`src/rtl/playfield_mem_ctrl.sv`:
```
// Playfield memory controller: clears the playfield at start-up, redraws the
// falling piece on each vertical sync and streams single rows back out of
// memory through the read FIFO.
module playfield_mem_ctrl #(
  parameter int COLS = 10,
  parameter int ROWS = 20,
  parameter int NBLK = 4,
  parameter int DW   = 16,
  parameter int AW   = 25,
  parameter int GAP  = 3
) (
  input  logic                      clk,
  input  logic                      reset,
  input  logic                      vs,
  input  logic                      row_ld,
  input  logic [7:0]                row,
  input  logic [NBLK-1:0][6:0]      pre_x,
  input  logic [NBLK-1:0][6:0]      pre_y,
  input  logic [NBLK-1:0][6:0]      post_x,
  input  logic [NBLK-1:0][6:0]      post_y,
  input  logic [DW-1:0]             blk_color,
  input  logic [DW-1:0]             bg_color,
  input  logic [15:0]               wr_buffer,
  input  logic [15:0]               rd_buffer,
  input  logic [DW-1:0]             readdata,
  output logic                      write_ld,
  output logic                      write_req,
  output logic [AW-1:0]             writeaddr,
  output logic [DW-1:0]             writedata,
  output logic                      read_ld,
  output logic                      read_req,
  output logic [AW-1:0]             readaddr,
  output logic [COLS-1:0][DW-1:0]   row_data,
  output logic                      row_ready,
  output logic                      init_done,
  output logic                      busy
);

  localparam int TOTAL = COLS * ROWS;
  localparam int CW    = $clog2(TOTAL + 1);
  localparam int NC    = 2 * NBLK;
  localparam int IW    = $clog2(NC + 1);
  localparam int KW    = $clog2(COLS + 1);
  localparam int GW    = $clog2(GAP + 1) + 1;

  typedef enum logic [3:0] {
    INIT, IDLE, W_LD, W_REQ, W_GAP, W_DRAIN, R_LD, R_WAIT, R_BURST, R_DONE
  } state_t;

  state_t state, next_state;

  logic              vs_d, upd_pend, row_pend;
  logic [7:0]        row_q;
  logic [CW-1:0]     cnt;
  logic [GW-1:0]     gap_cnt;
  logic [KW-1:0]     k;
  logic [IW-1:0]     idx;
  logic [NBLK-1:0][6:0] pre_x_q, pre_y_q, post_x_q, post_y_q;
  logic [DW-1:0]     bg_q, blk_q;

  logic              vs_rise, row_ok;
  logic              take_upd, take_row, load_init, load_upd;
  logic [NC-1:0]     cell_ok;
  logic [NC-1:0][AW-1:0] cell_addr;
  logic [NBLK-1:0]   overlap;
  logic              found;
  logic [IW-1:0]     sel;
  logic [AW-1:0]     f_addr;
  logic [DW-1:0]     f_data;

  assign vs_rise = vs & ~vs_d;
  assign row_ok  = 32'(row_q) < ROWS;

  // Cell list of an update: entries 0..NBLK-1 erase the old piece, the rest draw the new one
  always_comb begin
    cell_ok   = '0;
    cell_addr = '0;
    overlap   = '0;
    for (int i = 0; i < NBLK; i++) begin
      for (int j = 0; j < NBLK; j++) begin
        if (pre_x_q[i] == post_x_q[j] && pre_y_q[i] == post_y_q[j]) overlap[i] = 1'b1;
      end
      cell_ok[i] = (32'(pre_x_q[i]) < COLS) && (32'(pre_y_q[i]) < ROWS) && !overlap[i];
      cell_ok[NBLK+i] = (32'(post_x_q[i]) < COLS) && (32'(post_y_q[i]) < ROWS);
      cell_addr[i] = AW'(pre_y_q[i]) * AW'(COLS) + AW'(pre_x_q[i]);
      cell_addr[NBLK+i] = AW'(post_y_q[i]) * AW'(COLS) + AW'(post_x_q[i]);
    end
  end

  // Pick the lowest-numbered writable cell at or after idx
  always_comb begin
    found  = 1'b0;
    sel    = '0;
    f_addr = '0;
    f_data = '0;
    for (int j = NC - 1; j >= 0; j--) begin
      if (j >= int'(idx) && cell_ok[j]) begin
        found  = 1'b1;
        sel    = IW'(j);
        f_addr = cell_addr[j];
        f_data = (j < NBLK) ? bg_q : blk_q;
      end
    end
  end

  // State register
  always_ff @(posedge clk or posedge reset) begin
    if (reset) state <= INIT;
    else       state <= next_state;
  end

  // Next-state decode plus the strobes that depend only on the current state
  always_comb begin
    next_state = state;
    take_upd   = 1'b0;
    take_row   = 1'b0;
    load_init  = 1'b0;
    load_upd   = 1'b0;
    write_ld   = (state == W_LD);
    write_req  = (state == W_REQ);
    read_ld    = (state == R_LD);
    read_req   = (state == R_BURST);
    row_ready  = (state == R_DONE);
    busy       = (state != IDLE);
    case (state)
      INIT: begin
        if (32'(cnt) < TOTAL) begin
          load_init  = 1'b1;
          next_state = W_LD;
        end else if (wr_buffer == 16'd0) begin
          next_state = IDLE;
        end
      end
      IDLE: begin
        if (upd_pend) begin
          take_upd   = 1'b1;
          next_state = W_DRAIN;
        end else if (row_pend) begin
          take_row = 1'b1;
          if (row_ok) next_state = R_LD;
        end
      end
      W_LD:    next_state = W_REQ;
      W_REQ:   next_state = (GAP == 0) ? W_DRAIN : W_GAP;
      W_GAP:   if (gap_cnt == GW'(GAP - 1)) next_state = W_DRAIN;
      W_DRAIN: begin
        if (wr_buffer == 16'd0) begin
          if (!init_done) begin
            next_state = INIT;
          end else if (found) begin
            load_upd   = 1'b1;
            next_state = W_LD;
          end else begin
            next_state = IDLE;
          end
        end
      end
      R_LD:    next_state = R_WAIT;
      R_WAIT:  if (rd_buffer == 16'(COLS)) next_state = R_BURST;
      R_BURST: if (k == KW'(COLS - 1)) next_state = R_DONE;
      R_DONE:  next_state = IDLE;
      default: next_state = INIT;
    endcase
  end

  // Event flags, sampled update inputs, address/data registers and row capture
  always_ff @(posedge clk or posedge reset) begin
    if (reset) begin
      vs_d      <= 1'b0;
      upd_pend  <= 1'b0;
      row_pend  <= 1'b0;
      row_q     <= '0;
      cnt       <= '0;
      gap_cnt   <= '0;
      k         <= '0;
      idx       <= '0;
      pre_x_q   <= '0;
      pre_y_q   <= '0;
      post_x_q  <= '0;
      post_y_q  <= '0;
      bg_q      <= '0;
      blk_q     <= '0;
      writeaddr <= '0;
      writedata <= '0;
      readaddr  <= '0;
      row_data  <= '0;
      init_done <= 1'b0;
    end else begin
      vs_d <= vs;
      if (take_upd) upd_pend <= 1'b0;
      if (vs_rise)  upd_pend <= 1'b1;
      if (take_row) row_pend <= 1'b0;
      if (row_ld && (!row_pend || take_row)) begin
        row_pend <= 1'b1;
        row_q    <= row;
      end
      if (load_init) begin
        writeaddr <= AW'(cnt);
        writedata <= bg_color;
        cnt       <= cnt + CW'(1);
      end
      if (state == INIT && !load_init) init_done <= 1'b1;
      if (take_upd) begin
        pre_x_q  <= pre_x;
        pre_y_q  <= pre_y;
        post_x_q <= post_x;
        post_y_q <= post_y;
        bg_q     <= bg_color;
        blk_q    <= blk_color;
        idx      <= '0;
      end
      if (load_upd) begin
        writeaddr <= f_addr;
        writedata <= f_data;
        idx       <= sel + IW'(1);
      end
      if (state == W_REQ)      gap_cnt <= '0;
      else if (state == W_GAP) gap_cnt <= gap_cnt + GW'(1);
      if (take_row && row_ok) readaddr <= AW'(row_q) * AW'(COLS);
      if (state == R_LD) k <= '0;
      if (state == R_BURST) begin
        row_data[k] <= readdata;
        k           <= k + KW'(1);
      end
    end
  end

endmodule

```
`config.mk`:
```
export PLATFORM = sky130hd
export DESIGN_NAME = playfield_mem_ctrl
export DESIGN_NICKNAME = d
export VERILOG_FILES = /design/src/rtl/playfield_mem_ctrl.sv
export SDC_FILE = /design/constraint.sdc
export NUM_CORES = 1
export LEC_CHECK = 0
export ABC_AREA = 1
export CORE_ASPECT_RATIO = 1.5
export CORE_UTILIZATION = 50
export CTS_CLUSTER_DIAMETER = 200
export DETAILED_ROUTE_END_ITERATION = 6
export HOLD_SLACK_MARGIN = 0.02
export PLACE_DENSITY = 0.84
export SETUP_SLACK_MARGIN = 0.15
export SLEW_MARGIN = 25
export SYNTH_ARGS = -nofsm -noshare
export SYNTH_HDL_FRONTEND = slang
export SYNTH_SLANG_ARGS = --single-unit
```
`constraint.sdc`:
```
create_clock -name clk -period 35.3 [get_ports clk]
set_clock_uncertainty 0.15 [all_clocks]
set_input_delay 7.06 -clock clk [delete_from_list [all_inputs] [get_ports clk]]
set_output_delay 7.06 -clock clk [all_outputs]
set_load 0.01 [all_outputs]
```
==> impl_metrics.tcl <==
# implementation run metrics
set metrics [dict create \
    finalCriticalPeriod_ns 9.764 \
    drt-initial-drc-count 2256 \
    outcome "finished, violations left" \
    place.gp.congestion 1.122 \
    drc 24 \
    path_class "register to output pin" \
    powerDensity_mw_per_mm2 114.4 \
    place_ws_ns 25.85 \
    tightest_slew_ns 1.000 \
    whs_path_depth 1 \
    setup_viol 0 \
    top_cells_by_count "nand2_1, dfrtp_1, o21ai_0" \
    worst_r2r_path_depth 16 \
    ctsRootBufferMaster "clkbuf_16" \
    numCtsBuffers 39 \
    start_kind "register" \
    final_nets 3816 \
    lay_top_cells "nand2_1, clkdlybuf4s50_1, dfrtp_1" \
    power_mw 3.352 \
    clockBufferDepth 3 \
    drive_gt1_share_pct 4.721 \
    p_seq_share_pct 28.6 \
    violations "DRC" \
    die-area_mm2 0.04838 \
    dpl_cell_area_mm2 0.02808 \
    ys_seq_share_pct 39.84 \
    htree_levels 2 \
    slowest_delay_ns 0.75 \
    ff_type "dfrtp_1" \
    top_area_cell "dfrtp_1" \
    final.period_utilization_pct 27.66 \
    startpoint "state[1]" \
    tritoncts "built" \
    finalHoldViolations 0 \
    drt_pass1_iterations 7 \
    async_flop_share_pct 100.0 \
    area_leaders "dfrtp_1, nand2_1, ha_1, o21ai_0, inv_1" \
    grt_pass1_vias 23290 \
    clock_sinks 378 \
    crit_chain "nor2_1 -> inv_1 -> nor3_2 -> clkdlybuf4s50_1" \
    final_area_mm2 0.02931 \
]
power by group through the flow:
stage                     sequential, mW  clock (mW)  combinational (mW)
after global routing               0.958       0.423                2.20
final                              0.958       0.405                1.99
after CTS                          0.934       0.407                1.94
after detailed placement           0.936           0                1.92
after floorplan                    0.796           0                1.33
after global placement             0.937           0                1.90
final cells by class:
type                    instances  area share [%]
repair buffers                423           14.41
multi-input cells            2313           42.81
flip-flops and latches        378           32.27
well taps                     594           2.535
inverters                     292           3.799
clock inverters                20          0.5250
clock buffers                  48           3.649
routing by layer:
metal / vias to the layer above / track usage [%] / wire length, µm
li1: 10720 / - / -
met1: 11080 / 41.86 / 32980
met2: 1422 / 67.80 / 45620
met3: 435 / 11.76 / 9866
met4: 0 / 33.50 / 9228
met5: - / 0 / 0
cells by family after synthesis:
group	after synthesis	synth area share (%)
AND/OR/NAND/NOR	1454	25.85
other	1	0.01579
AND-OR/OR-AND	513	11.51
multiplexers	8	0.3794
buffers and inverters	435	7.798
adder cells (fa/ha/maj)	165	9.232
flip-flops	378	39.84
XOR/XNOR	146	5.385
worst min path at each step:
stage	startpoint	end	slack (ns)
after floorplan	vs_d	upd_pend	0.26
after global placement	vs_d	upd_pend	0.27
after detailed placement	vs_d	upd_pend	0.29
after CTS	vs_d	upd_pend	0.29
after global routing	vs_d	upd_pend	0.31
final	vs_d	upd_pend	0.29
registers in the layout, indices dropped and copies added (netlist names), 11 cells and up:
name and flops:
pre_y_q 28, row_data 160, pre_x_q 28, post_y_q 28, writedata 16, writeaddr 12
bg_q 16, readaddr 11, blk_q 16, post_x_q 28
Fig. 1: wire density map
Drawn at 1.5 px/µm. The die is cut into 18 by 27 equal tiles; dark purple is low, yellow is high, scaled to the fullest tile. Values are wire area over tile area, all layers added.
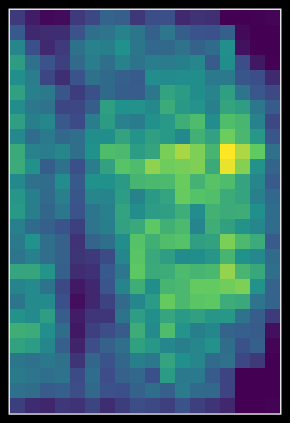
The fullest tile reaches 0.88. 4.1% of the tiles are nearly empty. 32% of the tiles are over half the peak. The mean over all tiles is 0.36.
via count: 23660
average wire per standard cell: 24.02 µm
routed wire length: 97.70 mm
global-route usage over all layers: 40.25%

Fig. 2: supply network
Drawn at 2 px/µm. Pins as bars on the die edge.
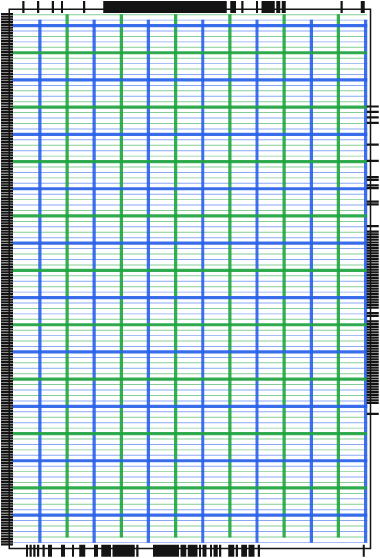
Blue stands for VSS. Green stands for VDD.
98 met1 rails follow the rows. 19 straps on met5. 437 signal pins sit on the boundary. The core has 97 rows. 13 straps on met4.
core area: 0.04673 mm²
Die Span X: 179.9 µm

Fig. 3: zoomed window
Window x 65 to 115, y 163 to 213 µm. Cells in gray, sequential cells in the stronger gray; small squares are vias.
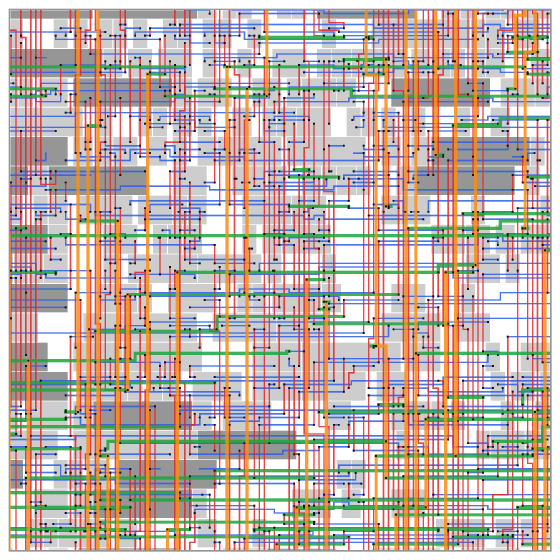
Green stands for metal 3. Blue stands for metal 1. Red stands for metal 2. Orange stands for metal 4.
Sequential cells in the window: 13. Most frequent: nand2_1 (56), inv_1 (26), o21ai_0 (18). Netlist names of flops here include `writeaddr` (5), `pre_x_q` (4), `pre_y_q` (3). 218 logic cells have their middle in the window.

Fig. 4: placed standard cells
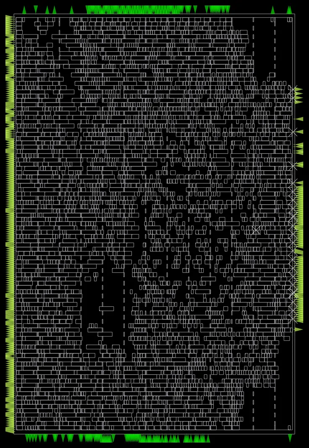
final core utilization: 62.73%
fillers: 3965
fin cells: 4068

No activity file was given, so power comes from the tool's default toggle rates.
